--- config.mk ---
export PLATFORM = sky130hd
export DESIGN_NAME = mux_scan_ctrl
export DESIGN_NICKNAME = d
export VERILOG_FILES = /design/src/rtl/mux_scan_ctrl.sv
export SDC_FILE = /design/constraint.sdc
export NUM_CORES = 1
export LEC_CHECK = 0
export CAP_MARGIN = 15
export CORE_AREA = 3 3 63 65
export DETAILED_ROUTE_END_ITERATION = 16
export DIE_AREA = 0 0 66 68
export HOLD_SLACK_MARGIN = 0.03
export PLACE_DENSITY = 0.73
export SYNTH_ARGS = -nofsm -noshare
export SYNTH_HDL_FRONTEND = slang
export SYNTH_SLANG_ARGS = --single-unit
--- constraint.sdc ---
create_clock -name clk -period 4.9 [get_ports clk]
set_input_delay 0.98 -clock clk [delete_from_list [all_inputs] [get_ports clk]]
set_output_delay 0.98 -clock clk [all_outputs]
set_load 0.005 [all_outputs]
--- src/rtl/mux_scan_ctrl.sv ---
// Scan sequencer for an 8:1 mux: steps the selects through channels 0..7, holds each
// for DWELL cycles, samples the mux output at the end of each dwell and emits a frame.
module mux_scan_ctrl #(
  parameter int unsigned DWELL = 4,
  parameter int unsigned CNT_W = 8
) (
  input  logic       clk,
  input  logic       rst,
  input  logic       start,
  input  logic       cont,
  input  logic       stop,
  input  logic       mux_in,
  output logic       s1,
  output logic       s2,
  output logic       s3,
  output logic [7:0] data_out,
  output logic       valid,
  output logic       busy,
  output logic [7:0] frame_cnt
);

  localparam logic [CNT_W-1:0] CNT_LAST = CNT_W'(DWELL - 1);

  typedef enum logic {IDLE, SCAN} state_t;

  state_t           state_q, state_d;
  logic [2:0]       ch_q, ch_d;
  logic [CNT_W-1:0] cnt_q, cnt_d;
  logic [6:0]       shadow_q, shadow_d;
  logic [7:0]       data_q, data_d;
  logic             valid_q, valid_d;
  logic [7:0]       frame_q, frame_d;

  always_ff @(posedge clk or posedge rst) begin
    if (rst) begin
      state_q  <= IDLE;
      ch_q     <= '0;
      cnt_q    <= '0;
      shadow_q <= '0;
      data_q   <= '0;
      valid_q  <= 1'b0;
      frame_q  <= '0;
    end else begin
      state_q  <= state_d;
      ch_q     <= ch_d;
      cnt_q    <= cnt_d;
      shadow_q <= shadow_d;
      data_q   <= data_d;
      valid_q  <= valid_d;
      frame_q  <= frame_d;
    end
  end

  always_comb begin
    state_d  = state_q;
    ch_d     = ch_q;
    cnt_d    = cnt_q;
    shadow_d = shadow_q;
    data_d   = data_q;
    valid_d  = 1'b0;
    frame_d  = frame_q;

    unique case (state_q)
      IDLE: begin
        ch_d = '0;
        if (start && !stop) begin
          state_d = SCAN;
          cnt_d   = '0;
        end
      end
      SCAN: begin
        // Abort outranks the frame-end path: the partial frame is simply dropped.
        if (stop) begin
          state_d = IDLE;
          ch_d    = '0;
          cnt_d   = '0;
        end else if (cnt_q != CNT_LAST) begin
          cnt_d = cnt_q + CNT_W'(1);
        end else if (ch_q != 3'd7) begin
          for (int unsigned k = 0; k < 7; k++) begin
            if (ch_q == 3'(k)) shadow_d[k] = mux_in;
          end
          cnt_d = '0;
          ch_d  = ch_q + 3'd1;
        end else begin
          data_d  = {mux_in, shadow_q};
          valid_d = 1'b1;
          frame_d = frame_q + 8'd1;
          ch_d    = '0;
          cnt_d   = '0;
          if (!cont) state_d = IDLE;
        end
      end
      default: state_d = IDLE;
    endcase
  end

  assign {s1, s2, s3} = ch_q;
  assign data_out     = data_q;
  assign valid        = valid_q;
  assign busy         = (state_q == SCAN);
  assign frame_cnt    = frame_q;

endmodule

Fig. 1: run 1, M2 wires
Cells faint in the background.
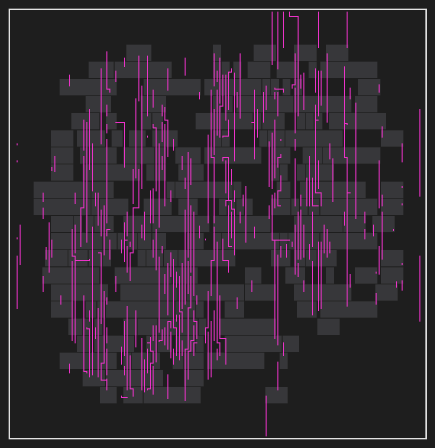
longest straight run	23.6 um
wire length on this layer	1,510 um

Fig. 2: run 1, cell placement
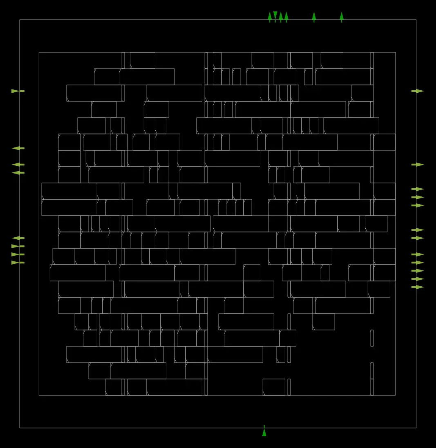
final core area utilization: 0.6154
Site Rows: 21
total number of tap cells: 46
Filler cells: 274

==> metrics.log, run 1 <==
[flow] summary of implementation run
INFO  metric maximum_number_of_pins_on_one_net_before_global_route_repair = 37
INFO  metric critical_path.max_fanout = 15
INFO  metric timing.hold.worst.class = reg2reg
INFO  metric dr.max_layer_used = met4
INFO  metric slowest_delay = 750 ps
INFO  metric die-width = 66 um
INFO  metric layout.nonclk_buf_frac = 0.1284
INFO  metric m1WireLength = 1465 um
INFO  metric area_share_clock_buf_inv = 0.04559
INFO  metric placedInstanceArea = 1991 um2
INFO  metric fp-utilization = 0.4976
INFO  metric worst-endpoint-arrival = 3020 ps
INFO  metric timing.setup.tns = 0 ps
INFO  metric hpwlAfterDp = 2320 um
INFO  metric initial_antenna_violation_count = 0
INFO  metric power_density = 270.4 nW/um2
INFO  metric fmax = 360.0 MHz
INFO  metric viasPerCell = 5.161
INFO  metric postSynthSeqShare = 0.5341
INFO  metric fa_ha_area_frac = 0.05935
INFO  metric routed_met2_length = 1506 um
INFO  metric detail_route.drc_violations = 0
INFO  metric tightest_slew = 605.4 ps
INFO  metric logic_gates = 112
INFO  metric pg_clk = 233 uW
INFO  metric layout.non_clock_inverters = 7
INFO  metric register_area = 900.9 um2
INFO  metric met3_usage = 0.03941
INFO  metric worst_hold_path_depth = 1
INFO  metric ys_top_logic_family = simple AND/OR/NAND/NOR gates
INFO  metric crit_path_cell_trace = clkdlybuf4s50_1, nand2b_1, or4_1, inv_2, nand4_1, xnor2_1
INFO  metric stdcell_area = 2086 um2
INFO  metric dieHeight = 68 um
INFO  metric gp_routability_congestion = 0.7838
INFO  metric power_switching_share = 0.2072
INFO  metric path_depth = 6
INFO  metric grt_pass1_wl = 5678 um
INFO  metric post_synth_most_frequent_cells = 36 x sky130_fd_sc_hd__dfrtp_1, 36 x sky130_fd_sc_hd__nand2_1, 10 x sky130_fd_sc_hd__nor2_1, 9 x sky130_fd_sc_hd__xor2_1
INFO  metric standard_cell_with_the_maximum_stage_delay_on_the_critical_path = sky130_fd_sc_hd__or4_1
INFO  metric firstDrtPassIters = 4
INFO  metric buffers_excl_clock = 27
INFO  metric largestPowerGroup = registers
INFO  metric worst_path_dominant_cell_family = simple AND/OR/NAND/NOR gates
INFO  metric synth_area_in_xor_xnor = 0.06751
INFO  metric synth.cell_area = 1687 um2
INFO  metric number_of_synthesized_flops_with_an_enable_pin = 0
INFO  metric critical_path.endpoint_type = flip-flop
INFO  metric grt_use_met2 = 0.2641
INFO  metric yosys_cells = 160
INFO  metric fin_skew = 11.59 ps
INFO  metric syn-mean-instance-area = 10.54 um2
INFO  metric drv_cap = 0
INFO  metric p_seq_frac = 0.542
INFO  metric clkLatencyLatePin = 340 ps
INFO  metric power.total = 564.1 uW
INFO  metric ys_sh_mux = 0.05267
INFO  metric combinationalPower = 25.5 uW
INFO  metric hold_ws = 472.9 ps
INFO  metric core_area = 3390 um2
INFO  metric ios = 27
INFO  metric comb_area_share = 0.3539
INFO  metric dp_slack = 1755 ps
INFO  metric numSequentialCells = 36
INFO  metric worstSetupPathType = in2reg
INFO  metric synth.yosys.warnings = 0
INFO  metric die_area = 4488 um2
INFO  metric switching_power = 116.9 uW
INFO  metric globalRoute.busiestLayer = met2
INFO  metric port_buffer_cells = 26
INFO  metric drt_wl_total = 3186 um
INFO  metric finalHoldViolCount = 0
INFO  metric rsz0062_at_grt = no
INFO  metric grt_overflow_total = 0
INFO  metric comb_area = 738.2 um2
INFO  metric synth_flop_count = 36
INFO  metric area_dominant_class = sequential cells
INFO  metric simple_gate_share = 0.2085
INFO  metric post_synthesis_net_count = 174
INFO  metric place.detailed.instances = 228
INFO  metric max-slew-margin-rel = 0.5964
INFO  metric regToRegSetupSlack = 2320 ps
INFO  metric grt_usage = 0.1720
INFO  metric rr_endpoint = frame_cnt[4]
INFO  metric ant_nets = 0
INFO  metric final_layout_top_logic_cells = 36 x sky130_fd_sc_hd__nand2_1, 36 x sky130_fd_sc_hd__dfrtp_1, 26 x sky130_fd_sc_hd__clkdlybuf4s50_1
INFO  metric fin_ws = 2122 ps
INFO  metric synthesis.instances = 160
INFO  metric critical_path.startpoint_type = primary input
INFO  metric top_cells_by_area = sky130_fd_sc_hd__dfrtp_1 53%, sky130_fd_sc_hd__nand2_1 8.0%, sky130_fd_sc_hd__ha_1 5.9%, sky130_fd_sc_hd__mux2_2 4.7%, sky130_fd_sc_hd__xor2_1 4.7%
INFO  metric worst_ir_drop_vdd = 176.0 uV
INFO  metric async_flop_share = 1.000
INFO  metric clock_tree.root_cell = sky130_fd_sc_hd__clkbuf_4
INFO  metric yosys.stat.chipArea = 1687 um2
INFO  metric final_net_count = 203
INFO  metric post_cts.repair.setup_buffers = 0
INFO  metric route.vias.total = 1,218
INFO  metric synthAoiAreaFrac = 0.04970
INFO  metric number_of_cts_inserted_buffers = 5
INFO  metric ff2ff_path_depth = 6
INFO  metric cts.hold.buffers_added = 0
INFO  metric number_of_sinks_handled_by_clock_tree_synthesis = 36
INFO  metric cts.clk_slew.worst_paths = 110 ps
INFO  metric layout_worst_path_cycle_share = 0.5669
INFO  metric ys_dominant_reg_cell = sky130_fd_sc_hd__dfrtp_1
INFO  metric cp-startpoint = stop
INFO  metric critical_path.endpoint = frame_cnt[4]
INFO  metric cts_tree = built
INFO  metric yosysTopAreaCellShare = 0.5341
INFO  metric cts.htree.levels = 2
INFO  metric antenna_cells_inserted = 0
INFO  metric clock_power_share = 0.412
INFO  metric clkbuf_count = 7
INFO  metric power_frac_comb = 0.045
INFO  metric outcome = finished, final reports clean
INFO  metric area_delta_synth_final = 23.66%
INFO  metric number_of_buffer_and_inverter_instances_along_the_worst_setup_path = 2
INFO  metric grt_pass1_vias = 1,212
INFO  metric final_cell_count_no_fill = 236
INFO  metric p_leak = 0.9916 nW
INFO  metric largest_area_cell = sky130_fd_sc_hd__dfrtp_1
INFO  metric max-clock-path-buffers = 2
INFO  metric final_max_slew_viol_count = 0
INFO  metric drtIter0Drc = 63
INFO  metric final_count_of_negative_setup_slack_endpoints = 0
INFO  metric postCtsResizedCells = 0
INFO  metric final_layout_size_suffix_gt1_frac = 0.1211
INFO  metric yosysUniqueCellTypes = 32
INFO  metric int_power = 447.2 uW
INFO  metric min_from = frame_cnt[7]
INFO  metric required = 5140 ps
INFO  metric openroad.warnings = 30
INFO  metric rr_startpoint = cnt_q[0]
INFO  metric layout_min_cycle_time = 2778 ps
INFO  metric grt_util_met1 = 0.2232
INFO  metric post_drt_wl_per_cell = 13.50 um
INFO  metric worstHoldEndpoint = frame_cnt[7]
INFO  metric met3RoutedLength = 135 um
Fig. 3: run 1, sequential cells grouped by signal name
Other sequential cells in the stronger gray, the rest of the logic in the fainter gray.
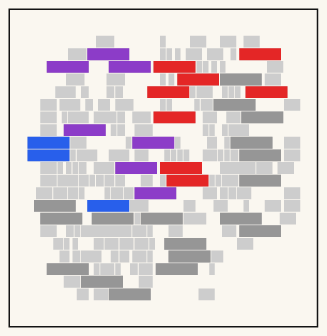
name in the netlist	color	sequential cells
`shadow_q`	purple	7
`ch_q`	blue	3
`data_out`	red	8
not colored	18
sequential share of cell area: 0.4319
Power Sequential: 306 uW

Fig. 4: run 1, cell density map
7 x 7 tiles, from white (low) to dark blue (high), 0 to 100% covered.
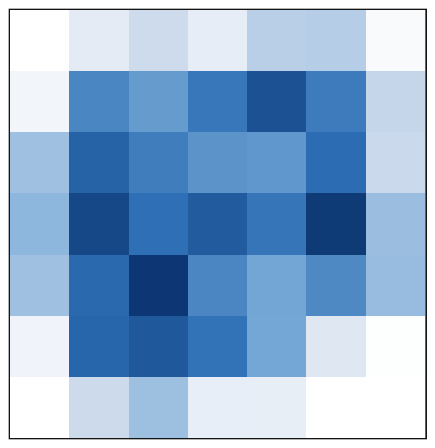

==> run 1 -> run 2 <==
==> constraint.sdc (replaced) <==
create_clock -name clk -period 2.78 [get_ports clk]
set_input_delay 0.556 -clock clk [delete_from_list [all_inputs] [get_ports clk]]
set_output_delay 0.556 -clock clk [all_outputs]
set_load 0.005 [all_outputs]
Fig. 5: run 2, cell density map
7 x 7 tiles, from white (low) to dark blue (high), 0 to 100% covered.
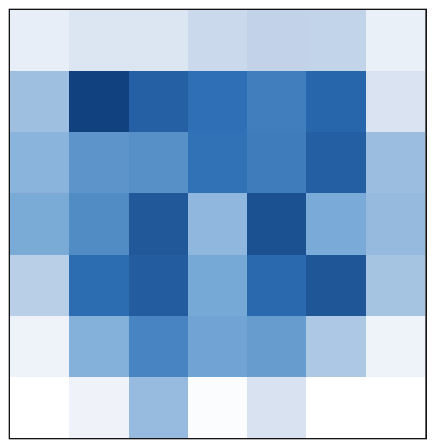
mean over tiles	45%
nearly empty tiles	8.2%
tiles over 75% full	20%

==> metrics.log, run 2 <==
[flow] summary of implementation run
INFO  metric worstSetupPathType = reg2reg
INFO  metric clock_tree.root_cell = sky130_fd_sc_hd__clkbuf_4
INFO  metric timing.hold.worst.class = reg2reg
INFO  metric routed_met2_length = 1478 um
INFO  metric placedInstanceArea = 2006 um2
INFO  metric synth_area_in_xor_xnor = 0.06751
INFO  metric gp_routability_congestion = 0.7703
INFO  metric clkbuf_count = 7
INFO  metric initial_antenna_violation_count = 0
INFO  metric cts.hold.buffers_added = 0
INFO  metric crit_path_cell_trace = ha_1, or3b_2, or4_1, nor4_4, xor2_1
INFO  metric taps = 46
INFO  metric power_density = 426.3 nW/um2
INFO  metric fmax = 430.4 MHz
INFO  metric area_share_clock_buf_inv = 0.03025
INFO  metric combinationalPower = 45.6 uW
INFO  metric synthAoiAreaFrac = 0.04970
INFO  metric cp-startpoint = cnt_q[0]
INFO  metric detail_route.drc_violations = 0
INFO  metric grt_pass1_wl = 5485 um
INFO  metric final_core_area_utilization = 0.6102
INFO  metric die-width = 66 um
INFO  metric register_area = 900.9 um2
INFO  metric synth.yosys.warnings = 0
INFO  metric critical_path.endpoint = frame_cnt[7]
INFO  metric power_switching_share = 0.2362
INFO  metric comb_area = 738.2 um2
INFO  metric standard_cell_with_the_maximum_stage_delay_on_the_critical_path = sky130_fd_sc_hd__or4_1
INFO  metric post_cts.repair.setup_buffers = 0
INFO  metric area_delta_synth_final = 22.63%
INFO  metric fin_skew = 12.33 ps
INFO  metric timing.setup.tns = 0 ps
INFO  metric worst_hold_path_depth = 2
INFO  metric seq_share = 0.4356
INFO  metric ant_nets = 0
INFO  metric finalHoldViolCount = 0
INFO  metric rsz0062_at_grt = no
INFO  metric ys_sh_mux = 0.05267
INFO  metric layout_min_cycle_time = 2323 ps
INFO  metric layout_worst_path_cycle_share = 0.8358
INFO  metric final_layout_top_logic_cells = 36 x sky130_fd_sc_hd__nand2_1, 36 x sky130_fd_sc_hd__dfrtp_1, 26 x sky130_fd_sc_hd__clkdlybuf4s50_1
INFO  metric required = 3040 ps
INFO  metric synth.cell_area = 1687 um2
INFO  metric firstDrtPassIters = 4
INFO  metric port_buffer_cells = 26
INFO  metric postCtsResizedCells = 0
INFO  metric cts_tree = built
INFO  metric final_layout_size_suffix_gt1_frac = 0.1250
INFO  metric grt_usage = 0.1647
INFO  metric path_depth = 5
INFO  metric int_power = 673.4 uW
INFO  metric buffers_excl_clock = 29
INFO  metric p_seq_frac = 0.612
INFO  metric drv_cap = 0
INFO  metric worst-endpoint-arrival = 2580 ps
INFO  metric number_of_buffer_and_inverter_instances_along_the_worst_setup_path = 0
INFO  metric number_of_cts_inserted_buffers = 5
INFO  metric critical_path.startpoint_type = flip-flop
INFO  metric worst_ir_drop_vdd = 233.8 uV
INFO  metric grt_use_met2 = 0.2566
INFO  metric ys_top_logic_family = simple AND/OR/NAND/NOR gates
INFO  metric numSequentialCells = 36
INFO  metric ys_dominant_reg_cell = sky130_fd_sc_hd__dfrtp_1
INFO  metric async_flop_share = 1.000
INFO  metric largestPowerGroup = registers
INFO  metric drtIter0Drc = 78
INFO  metric core_area = 3390 um2
INFO  metric cts.clk_slew.worst_paths = 110 ps
INFO  metric hold_ws = 481.8 ps
INFO  metric power_frac_comb = 0.052
INFO  metric hpwlAfterDp = 2317 um
INFO  metric layout.filler_cells = 277
INFO  metric layout.nonclk_buf_frac = 0.1367
INFO  metric post_synthesis_net_count = 174
INFO  metric synth_flop_count = 36
INFO  metric yosysUniqueCellTypes = 32
INFO  metric min_from = shadow_q[5]
INFO  metric outcome = finished, final reports clean
INFO  metric critical_path.endpoint_type = flip-flop
INFO  metric area_dominant_class = sequential cells
INFO  metric cts.htree.levels = 2
INFO  metric logic_gates = 112
INFO  metric drt_wl_total = 3110 um
INFO  metric p_leak = 0.9812 nW
INFO  metric critical_path.max_fanout = 6
INFO  metric fa_ha_area_frac = 0.05935
INFO  metric final_max_slew_viol_count = 0
INFO  metric post_synth_most_frequent_cells = 36 x sky130_fd_sc_hd__dfrtp_1, 36 x sky130_fd_sc_hd__nand2_1, 10 x sky130_fd_sc_hd__nor2_1, 9 x sky130_fd_sc_hd__xor2_1
INFO  metric comb_area_share = 0.3569
INFO  metric clock_power_share = 0.337
INFO  metric maximum_number_of_pins_on_one_net_before_global_route_repair = 37
INFO  metric rr_startpoint = cnt_q[0]
INFO  metric worstHoldEndpoint = data_out[5]
INFO  metric layout.non_clock_inverters = 7
INFO  metric die_area = 4488 um2
INFO  metric fp-utilization = 0.4976
INFO  metric grt_overflow_total = 0
INFO  metric site_rows = 21
INFO  metric worst_path_dominant_cell_family = simple AND/OR/NAND/NOR gates
INFO  metric power.total = 881.6 uW
INFO  metric syn-mean-instance-area = 10.54 um2
INFO  metric number_of_synthesized_flops_with_an_enable_pin = 0
INFO  metric synthesis.instances = 160
INFO  metric clkLatencyLatePin = 340 ps
INFO  metric max-clock-path-buffers = 2
INFO  metric tightest_slew = 582.8 ps
INFO  metric number_of_sinks_handled_by_clock_tree_synthesis = 36
INFO  metric dp_slack = 329.8 ps
INFO  metric antenna_cells_inserted = 0
INFO  metric ff2ff_path_depth = 5
INFO  metric openroad.warnings = 30
INFO  metric slowest_delay = 640 ps
INFO  metric postSynthSeqShare = 0.5341
INFO  metric post_drt_wl_per_cell = 13.07 um
INFO  metric m1WireLength = 1496 um
Fig. 6: run 2, signal wires on met1
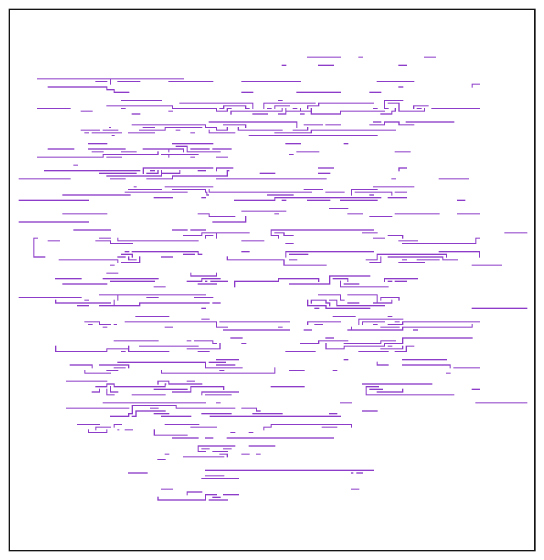
share of all routed wire	48%
nets with wire on the layer	170
main direction	horizontal
GR met1 Demand/Resource: 0.2186
total vias in the final route: 1,192

No activity file was given, so power comes from the tool's default toggle rates.
